<file path="src/rtl/encode_instr_stream_pkg.sv">
// Shared constants and types for the x86 instruction-stream encoder and its decoder checker.
package encode_instr_stream_pkg;

    localparam logic [7:0] PFX_OPSIZE   = 8'h66;
    localparam logic [7:0] PFX_ADDRSIZE = 8'h67;

    localparam int unsigned WinBytes = 9;
    localparam int unsigned MaxBody  = 11;

    // Operand encoding forms, common to encoder and decoder.
    localparam logic [3:0] OPND_ENC_NONE                = 4'd0;
    localparam logic [3:0] OPND_ENC_IMM                 = 4'd1;
    localparam logic [3:0] OPND_ENC_REG                 = 4'd2;
    localparam logic [3:0] OPND_ENC_REG_IMM             = 4'd3;
    localparam logic [3:0] OPND_ENC_EAX_IMM             = 4'd4;
    localparam logic [3:0] OPND_ENC_EAX_REG             = 4'd5;
    localparam logic [3:0] OPND_ENC_DISP                = 4'd6;
    localparam logic [3:0] OPND_ENC_MODREGRM_RM         = 4'd7;
    localparam logic [3:0] OPND_ENC_MODREGRM_RM_IMM     = 4'd8;
    localparam logic [3:0] OPND_ENC_MODREGRM_RM_REG     = 4'd9;
    localparam logic [3:0] OPND_ENC_MODREGRM_RM_REG_IMM = 4'd10;
    localparam logic [3:0] OPND_ENC_MODREGRM_RM_REG_CL  = 4'd11;
    localparam logic [3:0] OPND_ENC_MODREGRM_REG_RM     = 4'd12;
    localparam logic [3:0] OPND_ENC_MODREGRM_REG_RM_IMM = 4'd13;

    // Encoding order is the emission order of the stream.
    typedef enum logic [2:0] {
        EncStIdle    = 3'd0,
        EncStPfxOp   = 3'd1,
        EncStPfxAddr = 3'd2,
        EncStOpc     = 3'd3,
        EncStModrm   = 3'd4,
        EncStSib     = 3'd5,
        EncStDisp    = 3'd6,
        EncStImm     = 3'd7
    } enc_state_e;

    typedef struct packed {
        logic [7:0]  opcode;
        logic [3:0]  form;
        logic [1:0]  modrm_mod;
        logic [2:0]  modrm_reg;
        logic [2:0]  modrm_rm;
        logic [7:0]  sib;
        logic [31:0] disp;
        logic [31:0] imm;
        logic        imm_1byte;
        logic        op16;
        logic        addr16;
    } enc_req_t;

    // First present field strictly after cur; present is indexed by state encoding.
    function automatic enc_state_e next_field(input logic [7:0] present, input enc_state_e cur);
        enc_state_e nxt;
        nxt = EncStIdle;
        for (int i = 7; i >= 0; i--) begin
            if (i > int'(cur) && present[i]) begin
                nxt = enc_state_e'(3'(i));
            end
        end
        return nxt;
    endfunction

endpackage

</file>
<file path="src/rtl/encode_field_lengths.sv">
// Field presence and length rules for an x86 instruction body, derived from operand form,
// ModR/M and size prefixes. Purely combinational.
module encode_field_lengths
    import encode_instr_stream_pkg::*;
(
    input  logic [3:0] form_i,
    input  logic [1:0] mod_i,
    input  logic [2:0] rm_i,
    input  logic       op16_i,
    input  logic       addr16_i,
    input  logic       imm_1byte_i,
    output logic       has_modrm_o,
    output logic       has_sib_o,
    output logic [2:0] disp_len_o,
    output logic [2:0] imm_len_o
);

    logic has_imm;

    always_comb begin
        has_modrm_o = 1'b0;
        case (form_i)
            OPND_ENC_MODREGRM_RM,
            OPND_ENC_MODREGRM_RM_IMM,
            OPND_ENC_MODREGRM_RM_REG,
            OPND_ENC_MODREGRM_RM_REG_IMM,
            OPND_ENC_MODREGRM_RM_REG_CL,
            OPND_ENC_MODREGRM_REG_RM,
            OPND_ENC_MODREGRM_REG_RM_IMM: has_modrm_o = 1'b1;
            default: has_modrm_o = 1'b0;
        endcase
    end

    always_comb begin
        has_imm = 1'b0;
        case (form_i)
            OPND_ENC_IMM,
            OPND_ENC_MODREGRM_RM_IMM,
            OPND_ENC_REG_IMM,
            OPND_ENC_EAX_IMM,
            OPND_ENC_MODREGRM_REG_RM_IMM,
            OPND_ENC_MODREGRM_RM_REG_IMM: has_imm = 1'b1;
            default: has_imm = 1'b0;
        endcase
    end

    // 16-bit addressing has no SIB byte, and its no-base form is rm=110 rather than rm=101.
    assign has_sib_o = has_modrm_o && !addr16_i && (mod_i != 2'b11) && (rm_i == 3'b100);

    always_comb begin
        disp_len_o = 3'd0;
        if (has_modrm_o && mod_i == 2'b01) begin
            disp_len_o = 3'd1;
        end else if ((has_modrm_o && (mod_i == 2'b10 ||
                     (mod_i == 2'b00 && rm_i == (addr16_i ? 3'b110 : 3'b101)))) ||
                     form_i == OPND_ENC_DISP) begin
            disp_len_o = addr16_i ? 3'd2 : 3'd4;
        end
    end

    always_comb begin
        imm_len_o = 3'd0;
        if (has_imm) begin
            if (imm_1byte_i) begin
                imm_len_o = 3'd1;
            end else if (op16_i) begin
                imm_len_o = 3'd2;
            end else begin
                imm_len_o = 3'd4;
            end
        end
    end

endmodule

</file>
<file path="src/rtl/encode_instr_stream.sv">
// Serialises an x86 instruction request into a byte stream, one byte per beat, and packs
// the prefix-stripped instruction window consumed by the decoder.
module encode_instr_stream
    import encode_instr_stream_pkg::*;
#(
    parameter bit EMIT_PREFIXES = 1'b1
) (
    input  logic        clk,
    input  logic        rst_n,
    input  logic        req_valid,
    output logic        req_ready,
    input  logic [7:0]  req_opcode,
    input  logic [3:0]  req_opnd_form,
    input  logic [1:0]  req_mod,
    input  logic [2:0]  req_reg,
    input  logic [2:0]  req_rm,
    input  logic [7:0]  req_sib,
    input  logic [31:0] req_disp,
    input  logic [31:0] req_imm,
    input  logic        req_imm_1byte,
    input  logic        req_pfx_op16,
    input  logic        req_pfx_addr16,
    output logic        out_valid,
    input  logic        out_ready,
    output logic [7:0]  out_byte,
    output logic        out_last,
    output logic [71:0] out_win,
    output logic [3:0]  out_win_len,
    output logic        win_overflow
);

    enc_state_e  state_q, state_d;
    enc_req_t    req_q, req_d, req_in;
    logic [2:0]  cnt_q, cnt_d;
    logic [71:0] win_q, win_d;
    logic [3:0]  win_len_q, win_len_d;
    logic        win_ovf_q, win_ovf_d;

    logic        idle, accept, beat;
    logic [3:0]  len_form;
    logic [1:0]  len_mod;
    logic [2:0]  len_rm;
    logic        len_op16, len_addr16, len_imm_1byte;
    logic        has_modrm, has_sib;
    logic [2:0]  disp_len, imm_len;
    logic [7:0]  present;
    enc_state_e  nxt_state;
    logic        field_done;
    logic        body_byte;
    logic [7:0]  opc_byte;

    assign req_in = '{
        opcode:    req_opcode,
        form:      req_opnd_form,
        modrm_mod: req_mod,
        modrm_reg: req_reg,
        modrm_rm:  req_rm,
        sib:       req_sib,
        disp:      req_disp,
        imm:       req_imm,
        imm_1byte: req_imm_1byte,
        op16:      req_pfx_op16,
        addr16:    req_pfx_addr16
    };

    assign idle   = (state_q == EncStIdle);
    assign accept = req_valid && idle;
    assign beat   = out_valid && out_ready;

    // In IDLE the lengths come straight from the ports so the first byte is ready next cycle.
    assign len_form      = idle ? req_opnd_form  : req_q.form;
    assign len_mod       = idle ? req_mod        : req_q.modrm_mod;
    assign len_rm        = idle ? req_rm         : req_q.modrm_rm;
    assign len_op16      = idle ? req_pfx_op16   : req_q.op16;
    assign len_addr16    = idle ? req_pfx_addr16 : req_q.addr16;
    assign len_imm_1byte = idle ? req_imm_1byte  : req_q.imm_1byte;

    encode_field_lengths u_field_lengths (
        .form_i      (len_form),
        .mod_i       (len_mod),
        .rm_i        (len_rm),
        .op16_i      (len_op16),
        .addr16_i    (len_addr16),
        .imm_1byte_i (len_imm_1byte),
        .has_modrm_o (has_modrm),
        .has_sib_o   (has_sib),
        .disp_len_o  (disp_len),
        .imm_len_o   (imm_len)
    );

    // Bit order follows the state encoding: IMM, DISP, SIB, MODRM, OPC, PFX_ADDR, PFX_OP, IDLE.
    assign present = {imm_len != 3'd0, disp_len != 3'd0, has_sib, has_modrm, 1'b1,
                      EMIT_PREFIXES && len_addr16, EMIT_PREFIXES && len_op16, 1'b0};

    assign nxt_state = next_field(present, state_q);

    always_comb begin
        field_done = 1'b1;
        unique case (state_q)
            EncStDisp: field_done = (cnt_q == disp_len - 3'd1);
            EncStImm:  field_done = (cnt_q == imm_len - 3'd1);
            default:   field_done = 1'b1;
        endcase
    end

    always_comb begin
        opc_byte = req_q.opcode;
        if (req_q.form == OPND_ENC_REG || req_q.form == OPND_ENC_REG_IMM) begin
            opc_byte[2:0] = req_q.opcode[2:0] | req_q.modrm_reg;
        end else if (req_q.form == OPND_ENC_EAX_REG) begin
            opc_byte[2:0] = req_q.opcode[2:0] | req_q.modrm_rm;
        end
    end

    always_comb begin
        out_byte = 8'h00;
        unique case (state_q)
            EncStIdle:    out_byte = 8'h00;
            EncStPfxOp:   out_byte = PFX_OPSIZE;
            EncStPfxAddr: out_byte = PFX_ADDRSIZE;
            EncStOpc:     out_byte = opc_byte;
            EncStModrm:   out_byte = {req_q.modrm_mod, req_q.modrm_reg, req_q.modrm_rm};
            EncStSib:     out_byte = req_q.sib;
            EncStDisp: begin
                for (int i = 0; i < 4; i++) begin
                    if (cnt_q == 3'(i)) out_byte = req_q.disp[i*8 +: 8];
                end
            end
            EncStImm: begin
                for (int i = 0; i < 4; i++) begin
                    if (cnt_q == 3'(i)) out_byte = req_q.imm[i*8 +: 8];
                end
            end
            default:      out_byte = 8'h00;
        endcase
    end

    assign req_ready = idle;
    assign out_valid = !idle;
    assign out_last  = !idle && field_done && (nxt_state == EncStIdle);
    assign body_byte = (state_q != EncStPfxOp) && (state_q != EncStPfxAddr);

    always_comb begin
        state_d   = state_q;
        req_d     = req_q;
        cnt_d     = cnt_q;
        win_d     = win_q;
        win_len_d = win_len_q;
        win_ovf_d = win_ovf_q;
        if (accept) begin
            state_d   = nxt_state;
            req_d     = req_in;
            cnt_d     = 3'd0;
            win_d     = '0;
            win_len_d = 4'd0;
            win_ovf_d = 1'b0;
        end else if (beat) begin
            if (field_done) begin
                state_d = nxt_state;
                cnt_d   = 3'd0;
            end else begin
                cnt_d = cnt_q + 3'd1;
            end
            if (body_byte) begin
                for (int i = 0; i < int'(WinBytes); i++) begin
                    if (win_len_q == 4'(i)) win_d[i*8 +: 8] = out_byte;
                end
                if (win_len_q >= 4'(WinBytes)) win_ovf_d = 1'b1;
                if (win_len_q < 4'(MaxBody)) win_len_d = win_len_q + 4'd1;
            end
        end
    end

    always_ff @(posedge clk or negedge rst_n) begin
        if (!rst_n) begin
            state_q   <= EncStIdle;
            req_q     <= '0;
            cnt_q     <= 3'd0;
            win_q     <= '0;
            win_len_q <= 4'd0;
            win_ovf_q <= 1'b0;
        end else begin
            state_q   <= state_d;
            req_q     <= req_d;
            cnt_q     <= cnt_d;
            win_q     <= win_d;
            win_len_q <= win_len_d;
            win_ovf_q <= win_ovf_d;
        end
    end

    assign out_win      = win_q;
    assign out_win_len  = win_len_q;
    assign win_overflow = win_ovf_q;

endmodule

</file>
<file path="config.mk">
export PLATFORM = sky130hd
export DESIGN_NAME = encode_instr_stream
export DESIGN_NICKNAME = d
export VERILOG_FILES = /design/src/rtl/encode_instr_stream_pkg.sv /design/src/rtl/encode_field_lengths.sv /design/src/rtl/encode_instr_stream.sv
export SDC_FILE = /design/constraint.sdc
export NUM_CORES = 1
export LEC_CHECK = 0
export ABC_AREA = 1
export CAP_MARGIN = 20
export CORE_ASPECT_RATIO = 1.25
export CORE_MARGIN = 3
export CORE_UTILIZATION = 45
export CTS_CLUSTER_DIAMETER = 80
export DETAILED_ROUTE_END_ITERATION = 8
export PLACE_DENSITY_LB_ADDON = 0.3
export SLEW_MARGIN = 20
export SYNTH_ARGS = -nofsm -noshare
export SYNTH_HDL_FRONTEND = slang
export SYNTH_SLANG_ARGS = --single-unit
</file>
<file path="constraint.sdc">
create_clock -name clk -period 3.8 [get_ports clk]
set_clock_uncertainty 0.1 [all_clocks]
set_input_delay 0.57 -clock clk [delete_from_list [all_inputs] [get_ports clk]]
set_output_delay 0.57 -clock clk [all_outputs]
set_load 0.02 [all_outputs]
</file>
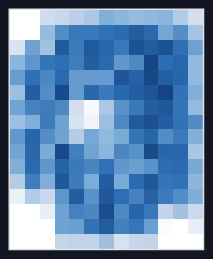
run_1/cell_density.png
Scale: 1.5 px per um. 13 x 16 tiles, from white (low) to dark blue (high), 0 to 100% covered.
7.7% of the tiles are nearly empty. The emptiest ninth of the die: south-west. The mean over all tiles is 55%. The fullest tile reaches 92%. 26% of the tiles are over 75% full.
Core Util, Final: 62.79%
Init Core Util: 46.17%
Core Box Area: 18,310 um^2

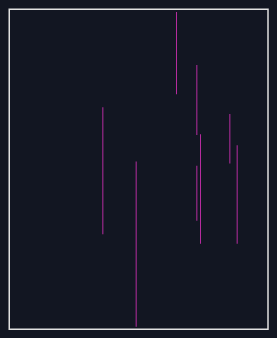
run_1/layer_met4.png
Scale: 2 px per um.
The longest straight run is 82.3 um. 6 nets have wire on it. The wires run mostly vertical.
final WL: 24.05 mm
Vias: 7,703

==> flow_summary.yaml, run 1 <==
# implementation run metrics
drt:
  met3_length_mm: 1.253
  drtPass1Iterations: 6
  avgViaCountPerCell: 5.132
  drc: 0
  final_antenna_net_count: 0
  top_layer: "met4"
  wl_met1_mm: 10.22
final_layout:
  num-multi-input-gates: 758
  logic_area_um2: 3635
  n_all_inverters: 74
  top_area_cell_class: "registers"
  area_delta_synth_final_pct: 35.99
  sh_comb_area_pct: 31.62
  lay_top_count: "nand2_1"
  fillerInstances: 1576
  drive_gt1_share_pct: 12.49
  buffers: 231
  flop_area_um2: 4457
  nClkBuffers: 17
power:
  combPwrFrac_pct: 52.3
  seqPwrFrac_pct: 31.0
  powerDensity_nw_per_um2: 904.9
  p_switching_mw: 4.521
  p_int_mw: 5.879
floorplan:
  core.rowCount: 55
  taps: 228
synthesis:
  netlist_instances: 1046
  yosys_area_um2: 8452
  synth.distinct_cells: 43
  synthFlopType: "dfrtp_1"
  fp_nets: 1155
  netlist.area_leader.share_pct: 52.70
  yosys-stat-cells: 1046
  syn_area_um2: 8452
  synth_flops: 178
cts:
  cts_setup_buffers: 0
  cts_tree: "done"
  hold_buffers: 0
  clk_pin_slew_ns: 0.07
  cts_max_path_buffers: 2
  cts.sinks: 178
  post_cts_resized: 5
  h-tree-depth: 4
  root_buffer: "clkbuf_16"
sta:
  rsz0062_at_grt: "true"
  timing.final.crit_share_pct: 98.71
  hold_viol: 0
  fin_ws_ns: 0.04892
  finalMaxSlewViolations: 0
  fin_tns_setup_ns: 0
placement:
  pre_cts_ws_ns: -0.3176
  gp_congestion: 0.8744
  port_buffers: 186
  dp.cells: 1462
global_route:
  grt_max_degree: 71
  grt_first_pass_wirelength_mm: 38.00
  grt_pass1_vias: 7345
  track_usage_pct: 23.28
  grt_antenna_before_repair: 0
setup_path:
  crit_type: "register to primary output"
  critPathTopFamily: "simple AND/OR/NAND/NOR gates"
  cp_data_arrival_time_ns: 3.08
  slowest_delay_ns: 0.44
  worstPathRequired_ns: 3.13
  critical_path.cell_chain: "nor2_8 > buf_12 > buf_4 > nand3_1 > nand2_1 > nand2_2 > nand2_1 > o21ai_1 > nand2_1 > nand2_1 > a32oi_1 > ha_1 > xor2_1 > nand2_1 > nor2_2 > nand3_2 > nand2_2 > inv_2 > nor2_4 > buf_6"
  path_common_cell: "nand2_1"
flow_run:
  warnings: 33
  cap_violations: 0
status:
  outcome: "finished, final reports clean"
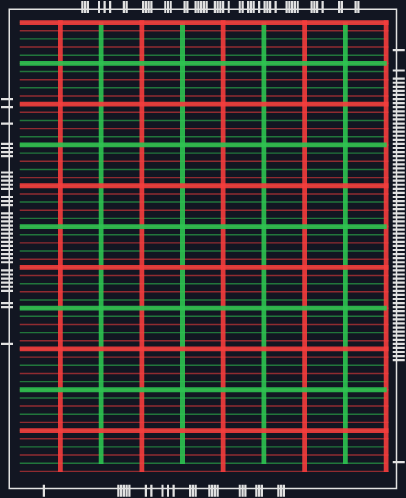
run_1/power_grid.png
Scale: 3 px per um. Pins as bars on the die edge.
Key: green = VDD; red = VSS
The core has 55 rows. 11 straps on met5. 56 met1 rails follow the rows.
Die W: 128.6 um
Die H: 159.2 um

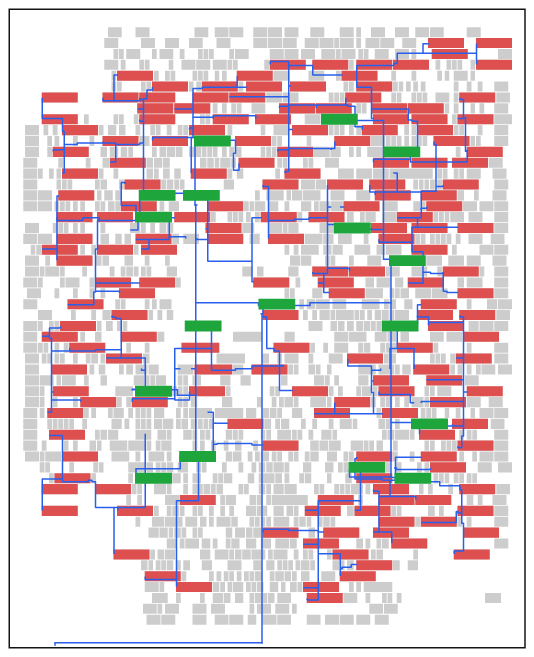
run_1/clk_routes.png
Scale: 4 px per um.
Key: green = clock drivers [count 17]; red = flip-flops [count 178]; blue = clock wires [length 2,030 um]
Position of the flops: spread over the die. There are 18 routed clock nets.
Insertion Delay late pin: 0.43 ns
P_clk: 1.74 mW
Clk pwr share: 16.7%

==> run 1: registers in the layout, summed over array words and instances, names as in the netlist <==
name / cells
win_overflow: 1
out_win: 72
state_q: 3
out_win_len: 4
req_q: 90
cnt_q: 3
opc_byte: 5
==> run 1: power by group through the flow <==
| stage | logic [mW] | registers [mW] | clock network [mW] |
|---|---|---|---|
| finish | 5.44 | 3.22 | 1.74 |
| global route | 5.94 | 3.32 | 1.85 |
| CTS | 5.23 | 3.21 | 1.77 |
| detailed placement | 5.21 | 3.24 | 0 |
| global placement | 5.11 | 3.22 | 0 |
| floorplan | 2.68 | 3.54 | 0 |
==> run 1: logic make-up after synthesis <==
kind of cell,after synthesis,synth area share [%]
xor+xnor,2,0.2073
simple gates,606,28.85
fa+ha+maj,10,1.480
mux,21,2.798
buf+inv,111,5.389
flops,178,52.70
compound gates,118,8.572
==> run 1: worst paths after layout <==
check | cells past startpoint | from | to | slack, ns
min in group clk | 2 | req_q[89]$_DFFE_PN0P_ | req_q[89]$_DFFE_PN0P_ | 0.38
worst max register to register | 21 | state_q[1]$_DFFE_PN0P_ | state_q[2]$_DFFE_PN0P_ | 0.89
worst min-delay path | 1 | rst_n | out_win[21]$_DFFE_PN0P_ | 0.03
worst max-delay path | 20 | state_q[1]$_DFFE_PN0P_ | out_last | 0.05
worst min register to register | 2 | req_q[89]$_DFFE_PN0P_ | req_q[89]$_DFFE_PN0P_ | 0.38
max in group asynchronous | 2 | rst_n | out_win[31]$_DFFE_PN0P_ | 2.73
==> run 1: layer usage <==
layer	global-route usage, %	up-vias
li1	-	3769
met1	30.75	3642
met2	40.16	268
met3	2.987	24
met4	6.399	0
met5	0	-
--- run 2 (diff from run 1) ---
--- a/config.mk
+++ b/config.mk
@@ -6,7 +6,7 @@
 export NUM_CORES = 1
 export LEC_CHECK = 0
 export ABC_AREA = 1
-export CAP_MARGIN = 20
+export CAP_MARGIN = 30
 export CORE_ASPECT_RATIO = 1.25
 export CORE_MARGIN = 3
 export CORE_UTILIZATION = 45
==> run 2 against run 1 <==
  * Clock power barely moved
  * Critical path depth unchanged
  * Utilization unchanged
  * Largest cell class unchanged
  * Critical endpoint unchanged
==> flow_summary.yaml, run 2 <==
# implementation run metrics
global_route:
  met3_usage_pct: 2.987
  track_usage_pct: 23.28
  grt_first_pass_wirelength_mm: 38.00
  grt_pass1_vias: 7345
  grtUsageMet1_pct: 30.75
  grt_max_degree: 71
cts:
  cts.sinks: 178
  clk_pin_slew_ns: 0.07
  root_buffer: "clkbuf_16"
  hold_buffers: 0
  insertion_delay_ns: 0.43
  cts_max_path_buffers: 2
  h-tree-depth: 4
  cts_tree: "done"
setup_path:
  rrSetupSlack_ns: 0.89
  critPathTopFamily: "simple AND/OR/NAND/NOR gates"
  critical_path.cell_chain: "nor2_8 > buf_12 > buf_4 > nand3_1 > nand2_1 > nand2_2 > nand2_1 > o21ai_1 > nand2_1 > nand2_1 > a32oi_1 > ha_1 > xor2_1 > nand2_1 > nor2_2 > nand3_2 > nand2_2 > inv_2 > nor2_4 > buf_6"
  crit_cells: 20
  critPathCapture: "out_last"
  cp_data_arrival_time_ns: 3.08
  slowest_delay_ns: 0.44
  reg2reg_from: "state_q[1]$_DFFE_PN0P_"
  cp-startpoint: "state_q[1]$_DFFE_PN0P_"
  path_common_cell: "nand2_1"
  worstPathRequired_ns: 3.13
  worstReg2RegEnd: "state_q[2]$_DFFE_PN0P_"
  reg2reg_depth: 21
synthesis:
  netlist.area_leader.share_pct: 52.70
  synthFlopType: "dfrtp_1"
  yosys-stat-cells: 1046
  netlist_instances: 1046
  fp_nets: 1155
  synthArstFlopShare_pct: 100.0
  synth.distinct_cells: 43
sta:
  fin_ws_ns: 0.04892
  finalMaxSlewViolations: 0
  hold_viol: 0
  rsz0062_at_grt: "true"
  timing.final.crit_share_pct: 98.71
floorplan:
  fp.dieW_um: 128.6
  initial_core_util_pct: 46.17
  core.rowCount: 55
  core-area_um2: 18310
  die_h_um: 159.2
final_layout:
  area_delta_synth_final_pct: 35.99
  largest_register_ffs: 90
  fillerInstances: 1576
  lay_top_count: "nand2_1"
drt:
  dr_total_vias: 7703
  wl_met1_mm: 10.22
  drc: 0
  wl_mm: 24.05
  met3_length_mm: 1.253
  final_antenna_net_count: 0
  drtPass1Iterations: 6
  top_layer: "met4"
flow_run:
  warnings: 33
power:
  powerDensity_nw_per_um2: 904.9
status:
  outcome: "finished, final reports clean"
placement:
  hpwl_mm: 17.55
  gp_congestion: 0.8744
  pre_cts_ws_ns: -0.3176
  port_buffers: 186
  placed_area_um2: 10750
min_path:
  worstHoldPathType: "input port to asynchronous set/reset pin"
run 2: cell counts after synthesis:
Identical to the previous run, type by type.
run 2: final cells by class:
class / instances / area (um^2) / area share [%]
sequential: 178 / 4457 / 38.78
timing repair buffer: 231 / 2251 / 19.58
clock inverter: 15 / 162.7 / 1.415
tap: 228 / 285.3 / 2.482
clock buffer: 17 / 425.4 / 3.701
inverter: 74 / 277.8 / 2.417
multi-input combinational: 758 / 3635 / 31.62
run 2: what timing repair did:
item | 4_1_cts | 5_1_grt
pin swaps | 0 | 9
setup buffers | 0 | 5
endpoints found under the setup margin | 1 | 5
gates cloned | 0 | 2
resized | 5 | 26
run 2: power breakdown:
group | internal [mW] | total [mW] | switching [mW]
clock network | 0.933 | 1.74 | 0.808
registers | 2.73 | 3.22 | 0.488
logic | 2.22 | 5.44 | 3.22
total | 5.88 | 10.4 | 4.52
run 2: worst min path at each step:
stage,cells after the start,to
floorplan,0,cnt_q[0]$_DFFE_PN0P_
global placement,2,req_q[32]$_DFFE_PN0P_
detailed placement,2,req_q[23]$_DFFE_PN0P_
CTS,1,out_win[21]$_DFFE_PN0P_
global route,1,out_win[21]$_DFFE_PN0P_
finish,1,out_win[21]$_DFFE_PN0P_
run 2: cells by family after synthesis:
family | synth area share, %
AOI/OAI and AO/OA | 8.572
xor gates and xnor gates | 0.2073
adders and majority gates | 1.480
buffers and inverters | 5.389
DFF | 52.70
muxes | 2.798
and+or+nand+nor | 28.85
run 2: metrics by stage:
stage	util (%)	power [mW]	std cells	TNS [ns]	hold WS [ns]
finish	62.79	10.40	1501	0	0.03235
global placement	58.71	8.322	1462	-0.2970	0.3572
detailed placement	58.71	8.442	1462	-0.3176	0.3645
CTS	61.95	10.22	1494	0	0.05254
floorplan	-	6.217	1046	0	0.1744
global route	62.79	11.11	1501	-0.1313	0.08295
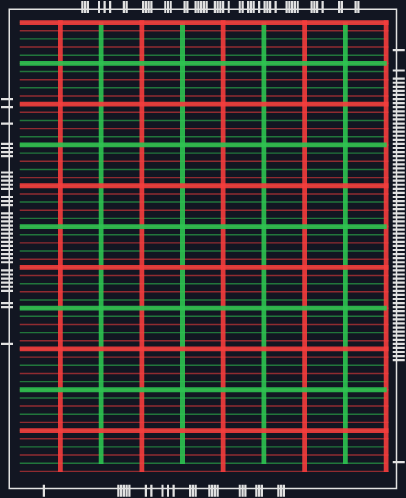
run_2/power_grid.png
Scale: 3 px per um. Pins as bars on the die edge.
Key: green = VDD; red = VSS
11 straps on met5. 56 met1 rails follow the rows.
Worst VDD drop: 392.6 uV

Power and IR drop assume default switching activity.
